## config.mk

```make
export PLATFORM = sky130hd
export DESIGN_NAME = doy_to_date_flat
export DESIGN_NICKNAME = d
export VERILOG_FILES = /design/src/rtl/doy_to_date_if.sv /design/src/rtl/doy_to_date.sv /design/src/flat_wrapper.sv
export SDC_FILE = /design/constraint.sdc
export NUM_CORES = 1
export LEC_CHECK = 0
export ABC_AREA = 1
export CAP_MARGIN = 20
export CORE_AREA = 3 3 75 77
export DETAILED_ROUTE_END_ITERATION = 10
export DIE_AREA = 0 0 78 80
export DONT_BUFFER_PORTS = 1
export PLACE_DENSITY = 0.5
export SYNTH_ARGS = -nofsm -noshare
export SYNTH_HDL_FRONTEND = slang
export SYNTH_SLANG_ARGS = --single-unit
```

## constraint.sdc

```tcl
create_clock -name clk_1Hz -period 3.16 [get_ports clk_1Hz]
set_input_delay 0.632 -clock clk_1Hz [delete_from_list [all_inputs] [get_ports clk_1Hz]]
set_output_delay 0.632 -clock clk_1Hz [all_outputs]
set_load 0.01 [all_outputs]
```

## src/rtl/doy_to_date_if.sv

```systemverilog
// Request/result bundle for the day-of-year to day/month converter.
// The master side issues a start with the ordinal and year; the slave side
// reports busy, a done pulse, the range-error flag and the calendar result.
interface doy_to_date_if #(
  parameter int YEAR_W = 6,
  parameter int DOY_W  = 9,
  parameter int OUT_W  = 6
);

  logic              start;
  logic [DOY_W-1:0]  in_doy;
  logic [YEAR_W-1:0] in_year;
  logic              busy;
  logic              done;
  logic              err;
  logic [OUT_W-1:0]  out_day;
  logic [OUT_W-1:0]  out_mon;

  modport master (
    output start,
    output in_doy,
    output in_year,
    input  busy,
    input  done,
    input  err,
    input  out_day,
    input  out_mon
  );

  modport slave (
    input  start,
    input  in_doy,
    input  in_year,
    output busy,
    output done,
    output err,
    output out_day,
    output out_mon
  );

endinterface

```

## src/rtl/doy_to_date.sv

```systemverilog
// Iterative day-of-year to (day, month) converter for the set-date path.
// One month is peeled off per clock: the remaining ordinal is compared with
// the length of the current month and either the result is produced or the
// month length is subtracted and the month counter advances. The range check
// and the January comparison share the first cycle, so month M finishes M
// cycles after the start is accepted. A year is leap when year % 4 == 0,
// matching the day/month/year counter.
module doy_to_date #(
  parameter int YEAR_W = 6,
  parameter int DOY_W  = 9,
  parameter int OUT_W  = 6
) (
  input  logic          clk_1Hz,
  input  logic          rst,
  doy_to_date_if.slave  bus
);

  localparam logic [1:0] ST_IDLE  = 2'd0;
  localparam logic [1:0] ST_CHECK = 2'd1;
  localparam logic [1:0] ST_CALC  = 2'd2;

  localparam logic [DOY_W-1:0] DOY_ZERO     = DOY_W'(0);
  localparam logic [DOY_W-1:0] DOY_MAX_LEAP = DOY_W'(366);
  localparam logic [3:0]       MON_FIRST    = 4'd1;
  localparam logic [3:0]       MON_LAST     = 4'd12;

  // Number of days in month mon; February depends on the leap flag.
  function automatic logic [DOY_W-1:0] month_len(input logic [3:0] mon,
                                                 input logic       leap);
    logic [DOY_W-1:0] len;
    case (mon)
      4'd1, 4'd3, 4'd5, 4'd7, 4'd8, 4'd10, 4'd12: len = DOY_W'(31);
      4'd4, 4'd6, 4'd9, 4'd11:                    len = DOY_W'(30);
      4'd2:                                       len = leap ? DOY_W'(29) : DOY_W'(28);
      default:                                    len = DOY_W'(31);
    endcase
    return len;
  endfunction

  // Leap decision from the low two bits of the year (year % 4 == 0).
  function automatic logic is_leap(input logic [YEAR_W-1:0] year);
    return (year[1:0] == 2'b00);
  endfunction

  logic [1:0]       state_r,   state_s;
  logic [DOY_W-1:0] rem_r,     rem_s;
  logic [3:0]       mon_cnt_r, mon_cnt_s;
  logic             leap_r,    leap_s;
  logic             busy_r,    busy_s;
  logic             done_r,    done_s;
  logic             err_r,     err_s;
  logic [OUT_W-1:0] out_day_r, out_day_s;
  logic [OUT_W-1:0] out_mon_r, out_mon_s;

  logic [DOY_W-1:0] len_s;
  logic             range_bad_s;
  logic             fits_s;

  // Month length of the current iteration and the two decisions built on it.
  always_comb begin
    len_s       = month_len(mon_cnt_r, leap_r);
    fits_s      = (rem_r <= len_s);
    range_bad_s = (rem_r == DOY_ZERO) ||
                  (rem_r > DOY_MAX_LEAP) ||
                  ((rem_r == DOY_MAX_LEAP) && !leap_r);
  end

  // Next-state logic: accept, range check, and one month per cycle.
  always_comb begin
    state_s   = state_r;
    rem_s     = rem_r;
    mon_cnt_s = mon_cnt_r;
    leap_s    = leap_r;
    busy_s    = busy_r;
    done_s    = 1'b0;
    err_s     = err_r;
    out_day_s = out_day_r;
    out_mon_s = out_mon_r;

    case (state_r)
      ST_IDLE: begin
        if (bus.start) begin
          rem_s     = bus.in_doy;
          leap_s    = is_leap(bus.in_year);
          mon_cnt_s = MON_FIRST;
          busy_s    = 1'b1;
          err_s     = 1'b0;
          state_s   = ST_CHECK;
        end else begin
          busy_s    = 1'b0;
        end
      end

      ST_CHECK: begin
        if (range_bad_s) begin
          err_s     = 1'b1;
          done_s    = 1'b1;
          out_day_s = OUT_W'(0);
          out_mon_s = OUT_W'(0);
          busy_s    = 1'b0;
          state_s   = ST_IDLE;
        end else if (fits_s) begin
          out_day_s = OUT_W'(rem_r);
          out_mon_s = OUT_W'(mon_cnt_r);
          done_s    = 1'b1;
          busy_s    = 1'b0;
          state_s   = ST_IDLE;
        end else begin
          rem_s     = rem_r - len_s;
          mon_cnt_s = mon_cnt_r + 4'd1;
          state_s   = ST_CALC;
        end
      end

      ST_CALC: begin
        if (fits_s) begin
          out_day_s = OUT_W'(rem_r);
          out_mon_s = OUT_W'(mon_cnt_r);
          done_s    = 1'b1;
          busy_s    = 1'b0;
          state_s   = ST_IDLE;
        end else if (mon_cnt_r >= MON_LAST) begin
          // Running past December can only come from a corrupted ordinal;
          // report it like an out-of-range input instead of wrapping.
          err_s     = 1'b1;
          done_s    = 1'b1;
          out_day_s = OUT_W'(0);
          out_mon_s = OUT_W'(0);
          busy_s    = 1'b0;
          state_s   = ST_IDLE;
        end else begin
          rem_s     = rem_r - len_s;
          mon_cnt_s = mon_cnt_r + 4'd1;
          state_s   = ST_CALC;
        end
      end

      default: begin
        busy_s    = 1'b0;
        state_s   = ST_IDLE;
      end
    endcase
  end

  // State and output registers; synchronous reset clears everything.
  always_ff @(posedge clk_1Hz) begin
    if (rst) begin
      state_r   <= ST_IDLE;
      rem_r     <= DOY_ZERO;
      mon_cnt_r <= 4'd0;
      leap_r    <= 1'b0;
      busy_r    <= 1'b0;
      done_r    <= 1'b0;
      err_r     <= 1'b0;
      out_day_r <= OUT_W'(0);
      out_mon_r <= OUT_W'(0);
    end else begin
      state_r   <= state_s;
      rem_r     <= rem_s;
      mon_cnt_r <= mon_cnt_s;
      leap_r    <= leap_s;
      busy_r    <= busy_s;
      done_r    <= done_s;
      err_r     <= err_s;
      out_day_r <= out_day_s;
      out_mon_r <= out_mon_s;
    end
  end

  assign bus.busy    = busy_r;
  assign bus.done    = done_r;
  assign bus.err     = err_r;
  assign bus.out_day = out_day_r;
  assign bus.out_mon = out_mon_r;

endmodule
```

## src/flat_wrapper.sv

```systemverilog
// flat-port wrapper written by rule: the top's interface ports become plain ports
module doy_to_date_flat 
#(
  parameter int YEAR_W = 6,
  parameter int DOY_W  = 9,
  parameter int OUT_W  = 6
)
  (clk_1Hz, rst, bus_start, bus_in_doy, bus_in_year, bus_busy, bus_done, bus_err, bus_out_day, bus_out_mon);
  doy_to_date_if #(.YEAR_W(YEAR_W), .DOY_W(DOY_W), .OUT_W(OUT_W)) bus_i ();
  input  logic clk_1Hz;
  input  logic rst;
  input wire logic [$bits(bus_i.start)-1:0] bus_start;
  input wire logic [$bits(bus_i.in_doy)-1:0] bus_in_doy;
  input wire logic [$bits(bus_i.in_year)-1:0] bus_in_year;
  output wire logic [$bits(bus_i.busy)-1:0] bus_busy;
  output wire logic [$bits(bus_i.done)-1:0] bus_done;
  output wire logic [$bits(bus_i.err)-1:0] bus_err;
  output wire logic [$bits(bus_i.out_day)-1:0] bus_out_day;
  output wire logic [$bits(bus_i.out_mon)-1:0] bus_out_mon;
  assign bus_i.start = bus_start;
  assign bus_i.in_doy = bus_in_doy;
  assign bus_i.in_year = bus_in_year;
  assign bus_busy = bus_i.busy;
  assign bus_done = bus_i.done;
  assign bus_err = bus_i.err;
  assign bus_out_day = bus_i.out_day;
  assign bus_out_mon = bus_i.out_mon;
  doy_to_date #(.YEAR_W(YEAR_W), .DOY_W(DOY_W), .OUT_W(OUT_W)) u_core (.clk_1Hz(clk_1Hz), .rst(rst), .bus(bus_i));
endmodule
```

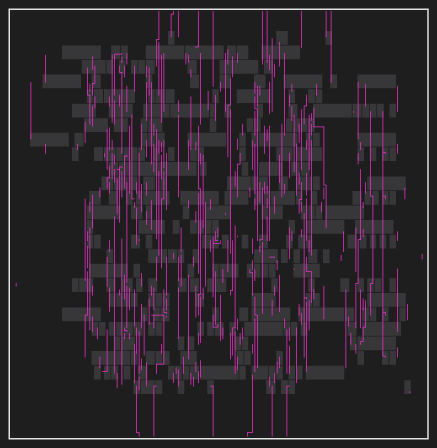
Figure 1: run 1, metal 2.
- nets with wire on the layer: 213
- longest straight run: 45.7 um
- wire length on this layer: 1,960 um
routed wire length: 4.27 mm
GR Util met2: 24.4%
vias: 1,672

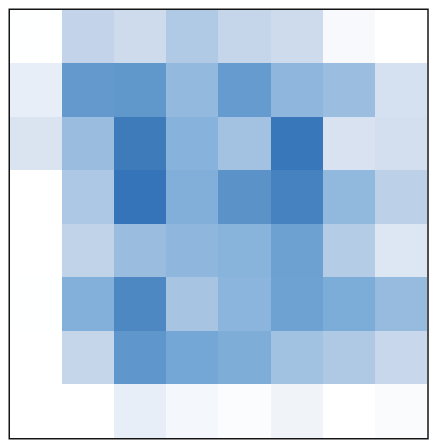
Figure 2: run 1, cell density map.
The die is cut into 8 by 8 equal tiles; white is low, dark blue is high, 0 to 100% covered.
- nearly empty tiles: 16%
- fullest tile: 72%
- densest ninth of the die: center
core area: 0.00507 mm^2
final core utilization: 40.5%

==> deck_impl_summary.md, run 1 <==
Run Summary

Status
  – Outcome: finished, final reports clean

Final timing
  – Clock Skews: 0.00433 ns
  – Worst slew pin tran: 0.784 ns
  – Min Tclk post-route: between 2 and 3 ns
  – Final Max Tran Viols: 0
  – Final Hold Slack: 0.417 ns
  – TNS Setup: 0 ns
  – # setup viols final: 0

Setup path
  – Reg2Reg Depth: 16
  – Reg2Reg Setup Slack: 0.47 ns
  – Crit Path Max Fanout: 23
  – Crit path DAT: 2.90 ns
  – CP Launch Point: u_core.mon_cnt_r[0]$_SDFFE_PP0P_
  – Slowest cell on crit path: nor3b_1
  – Crit path to: u_core.mon_cnt_r[0]$_SDFFE_PP0P_
  – Reg2reg start: u_core.mon_cnt_r[0]$_SDFFE_PP0P_

Logic synthesis
  – Yosys Warn Count: 0
  – Distinct lib cells: 29
  – Top cell area share: 30.3%
  – Post-synth regs: 29
  – Largest cells by area: dfxtp_1 (30%), nand2_1 (17%), nor2_1 (8.8%), inv_1 (7.8%), ha_1 (7.2%)
  – And+or+nand+nor area frac: between 30 and 40%
  – Top cells by count: nand2_1 (87), nor2_1 (45), inv_1 (40)
  – Synth Seq Share: 30.3%
  – Multiplexer share: 0%
  – Cell accounting for the most synthesized area: dfxtp_1
  – Ys async rst share: 0%
  – XOR Share, Synth: 1.83%

Clock tree
  – TritonCTS clock tree: built
  – Clk sinks: 29
  – Clock root cell: clkbuf_8
  – Htree depth: 2
  – TritonCTS buffer count: 5
  – CTS hold repair buffers: 0

Global route
  – Remaining global-route overflow: 0
  – First-pass GRT wire length: 7.25 mm
  – Overall Global Routing Usage: 14.6%
  – Initial antenna violation count: 0

Finish
  – Top Layout Cells: nand2_1 (87), nor2_1 (45), inv_1 (40)
  – Comb gate area: 0.00111 mm^2
  – Top cell excl fill/tap: nand2_1
  – Logic share of the area: between 50% and 60%
  – Top cell category: combinational gates
  – Non-clock buffering overhead: less than 1%
  – Non-CTS inverters: about 42
  – Layout cells sized above 1: 6.35%

Detailed routing
  – DR WL/cell: 11.6 um
  – Initial DRC Count: a little over 60
  – DRC errors left: 0

Die
  – Chip Width: 78 um
  – Taps Inserted: 70
  – Top-Level Pins: 33
  – Init Core Util: 37.7%

Power and ir drop
  – Maximum VDD drop: 0.000395 V
  – Total Power: between 2 and 2.5 mW

Place
  – Hpwl dp: 3.05 mm
  – Dpl cells: roughly 360
  – Place WS: 0.442 ns

Min path
  – Hold path endpoint: u_core.bus.out_day[5]$_SDFFE_PP0P_
  – Worst Hold Depth: 1
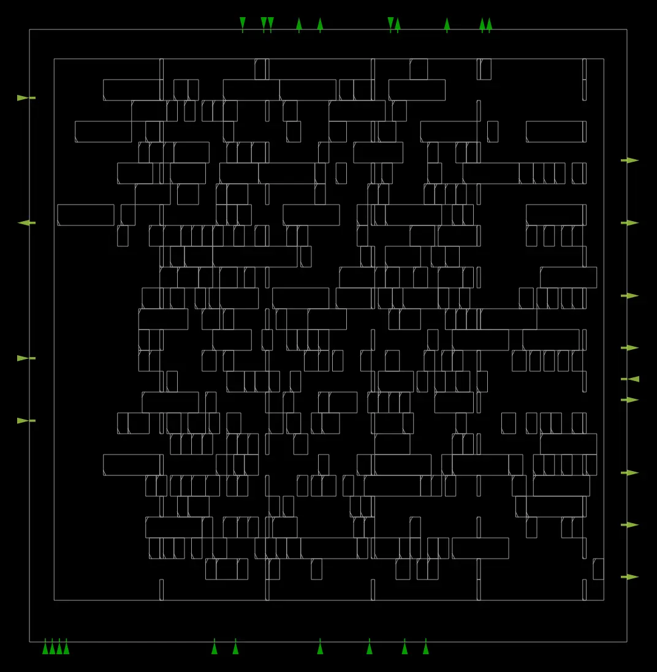
Figure 3: run 1, placed standard cells.
fin cells: 369
FF+latch count: 29
Filler Cell Count: 577
FP Rows: 26
sequential share of cell area: 28.2%

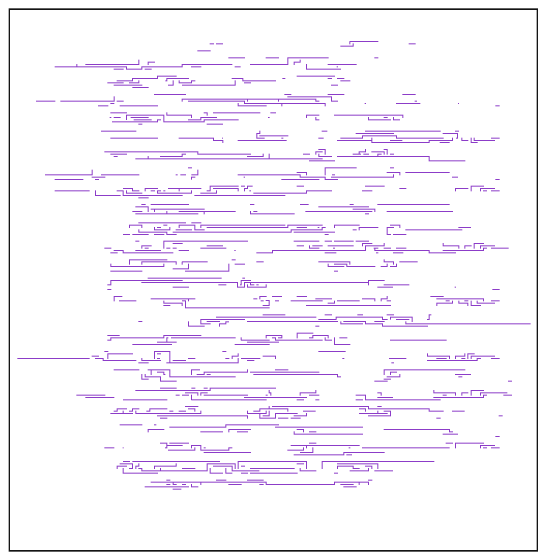
Figure 4: run 1, the metal 1 layer.
- wire length on this layer: 2,110 um
- nets with wire on the layer: 300
- share of all routed wire: 49%
- main direction: horizontal
- longest straight run: 27.6 um
met1 Use GR: 18.7%

==> run 1: layer usage <==
layer,vias up,routed length (um),global-route usage (%)
li1,924,-,-
met1,720,2110,18.7
met2,23,1960,24.4
met3,5,158,3.39
met4,0,42,4.20
met5,-,0,0
==> run 1: sequential cells by signal, summed over array words and instances (netlist names) <==
name                flops
u_core.rem_r            9
u_core.bus.busy         1
u_core.mon_cnt_r        4
u_core.leap_r           1
u_core.bus.out_mon      4
u_core.state_r          2
u_core.bus.done         1
u_core.bus.err          1
u_core.bus.out_day      6
==> run 1: where the power goes <==
part | leakage (nW) | total, mW | switching, mW | internal (mW)
clock network | 0.0585 | 0.400 | 0.143 | 0.257
logic | 0.707 | 1.12 | 0.728 | 0.396
registers | 0.240 | 0.706 | 0.186 | 0.520
total | 1.00 | 2.23 | 1.06 | 1.17
==> run 2: changes to the inputs <==
Settings changed: MAX_ROUTING_LAYER set to met4, SETUP_SLACK_MARGIN set to 0.05, SLEW_MARGIN set to 10.
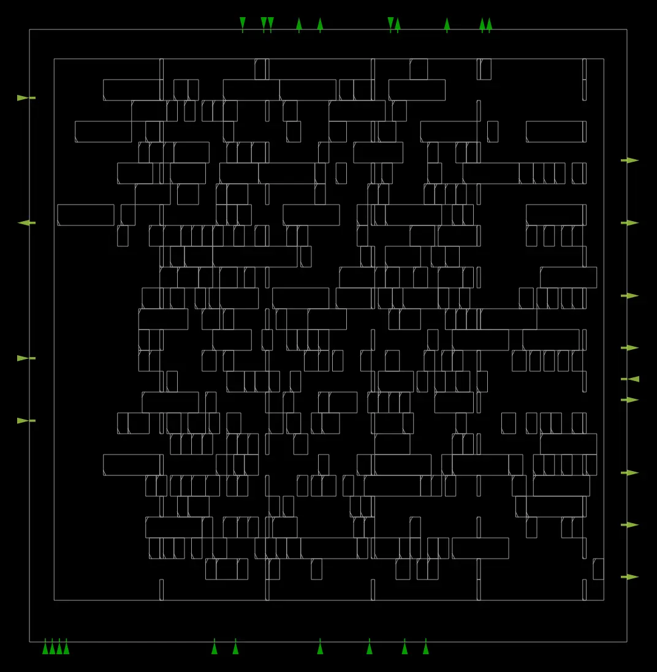
Figure 5: run 2, placed standard cells.
Taps Inserted: 70

==> run 2 against run 1 <==
  * Clock skew about the same
  * Clock-buffer cell count unchanged
  * Area after synthesis unchanged
  * Clock power about the same
  * Wire length about the same
  * Critical path type unchanged
  * Hold slack about the same
  * Register-to-register slack about the same
==> deck_impl_summary.md, run 2 <==
Run Summary

Global route
  – Met1 Use GR: 18.7% (unchanged)
  – Overall Global Routing Usage: 15.0% (+0.39 points)
  – First-pass GRT wire length: 7.25 mm (about the same)
  – Met3 usage: 3.39% (unchanged)
  – Initial antenna violation count: 0 (unchanged)

Final timing
  – Worst slew pin tran: 0.784 ns (-0.000116 ns)
  – # setup viols final: 0 (unchanged)
  – Clock Skews: 0.00435 ns (+0.0000142 ns)
  – Min Tclk post-route: 2.69 ns (-0.000220 ns)

Finish
  – Filler Cell Count: 577 (unchanged)
  – Top cell excl fill/tap: nand2_1
  – Biggest register: u_core.rem_r
  – Layout cells sized above 1: 6.35% (unchanged)
  – Top Layout Cells: nand2_1 (87), nor2_1 (45), inv_1 (40)
  – Max reg flops: 9 (unchanged)

Setup path
  – Reg2Reg Setup Slack: 0.47 ns (about the same)
  – Reg2reg start: u_core.mon_cnt_r[0]$_SDFFE_PP0P_
  – Crit path to: u_core.mon_cnt_r[0]$_SDFFE_PP0P_
  – Reg2Reg Depth: 16 (unchanged)
  – Slowest cell on crit path: nor3b_1
  – CP Launch Point: u_core.mon_cnt_r[0]$_SDFFE_PP0P_
  – Crit path DAT: 2.90 ns (about the same)

Die
  – Top-Level Pins: 33 (unchanged)
  – Chip Width: 78 um (unchanged)
  – Init Core Util: 37.7% (unchanged)
  – Core area: 0.00507 mm^2 (unchanged)

Clock tree
  – TritonCTS buffer count: 5 (unchanged)
  – Clock root cell: clkbuf_8
  – CTS hold repair buffers: 0 (unchanged)
  – TritonCTS clock tree: built

Status
  – Outcome: finished, final reports clean

Min path
  – Worst Hold Depth: 1 (unchanged)

Logic synthesis
  – And+or+nand+nor area frac: 37.8% (unchanged)
  – Post-synth regs: 29 (unchanged)
  – Ys async rst share: 0% (unchanged)
  – Distinct lib cells: 29 (unchanged)
  – Multiplexer share: 0% (unchanged)
  – Yosys Warn Count: 0 (unchanged)
  – Synth Seq Share: 30.3% (unchanged)
  – Top cells by count: nand2_1 (87), nor2_1 (45), inv_1 (40)
  – Cell accounting for the most synthesized area: dfxtp_1

Power and ir drop
  – Sequential share of power: 31.7% (about the same)
  – NetSw: 1.06 mW (about the same)
  – Internal cell power: 1.17 mW (unchanged)
  – Maximum VDD drop: 0.000395 V (about the same)
  – Total Power: 2.23 mW (unchanged)
  – Seq. pwr: 0.706 mW (about the same)
  – Combinational Power Share: 50.4% (about the same)
  – Clock group total power: 0.400 mW (about the same)
  – Sw Share: 47.4% (about the same)
  – Top power group: combinational cells
  – Share of total power in the clock network: 17.9% (about the same)

Detailed routing
  – Max Used Layer: met4
  – Vias: 1,672 (unchanged)
  – Routed wire length: 4.27 mm (about the same)
[run 2: cell counts after synthesis]
No cell type changed its count.
[run 2: area by class of cell]
type                    count  area (um^2)  area share (%)
flip-flops and latches     29          581            28.2
repair buffers              1         7.51           0.365
inverters                  42          158            7.67
well taps                  70         87.6            4.26
clock inverters             1         30.0            1.46
multi-input cells         219         1110            53.8
clock buffers               7         86.3            4.20
[run 2: stage by stage]
stage | area [um^2] | worst slack, ns | util [%] | hold slack (ns) | instances
after global placement | 1940 | 0.460 | 38.2 | 0.496 | 361
after global routing | 2060 | 0.115 | 40.5 | 0.406 | 369
after detailed placement | 1940 | 0.442 | 38.2 | 0.497 | 361
final | 2060 | 0.468 | 40.5 | 0.417 | 369
after CTS | 2060 | 0.426 | 40.5 | 0.406 | 369
after floorplan | 1920 | 0.851 | - | 0.449 | 301
Power and IR drop assume default switching activity.
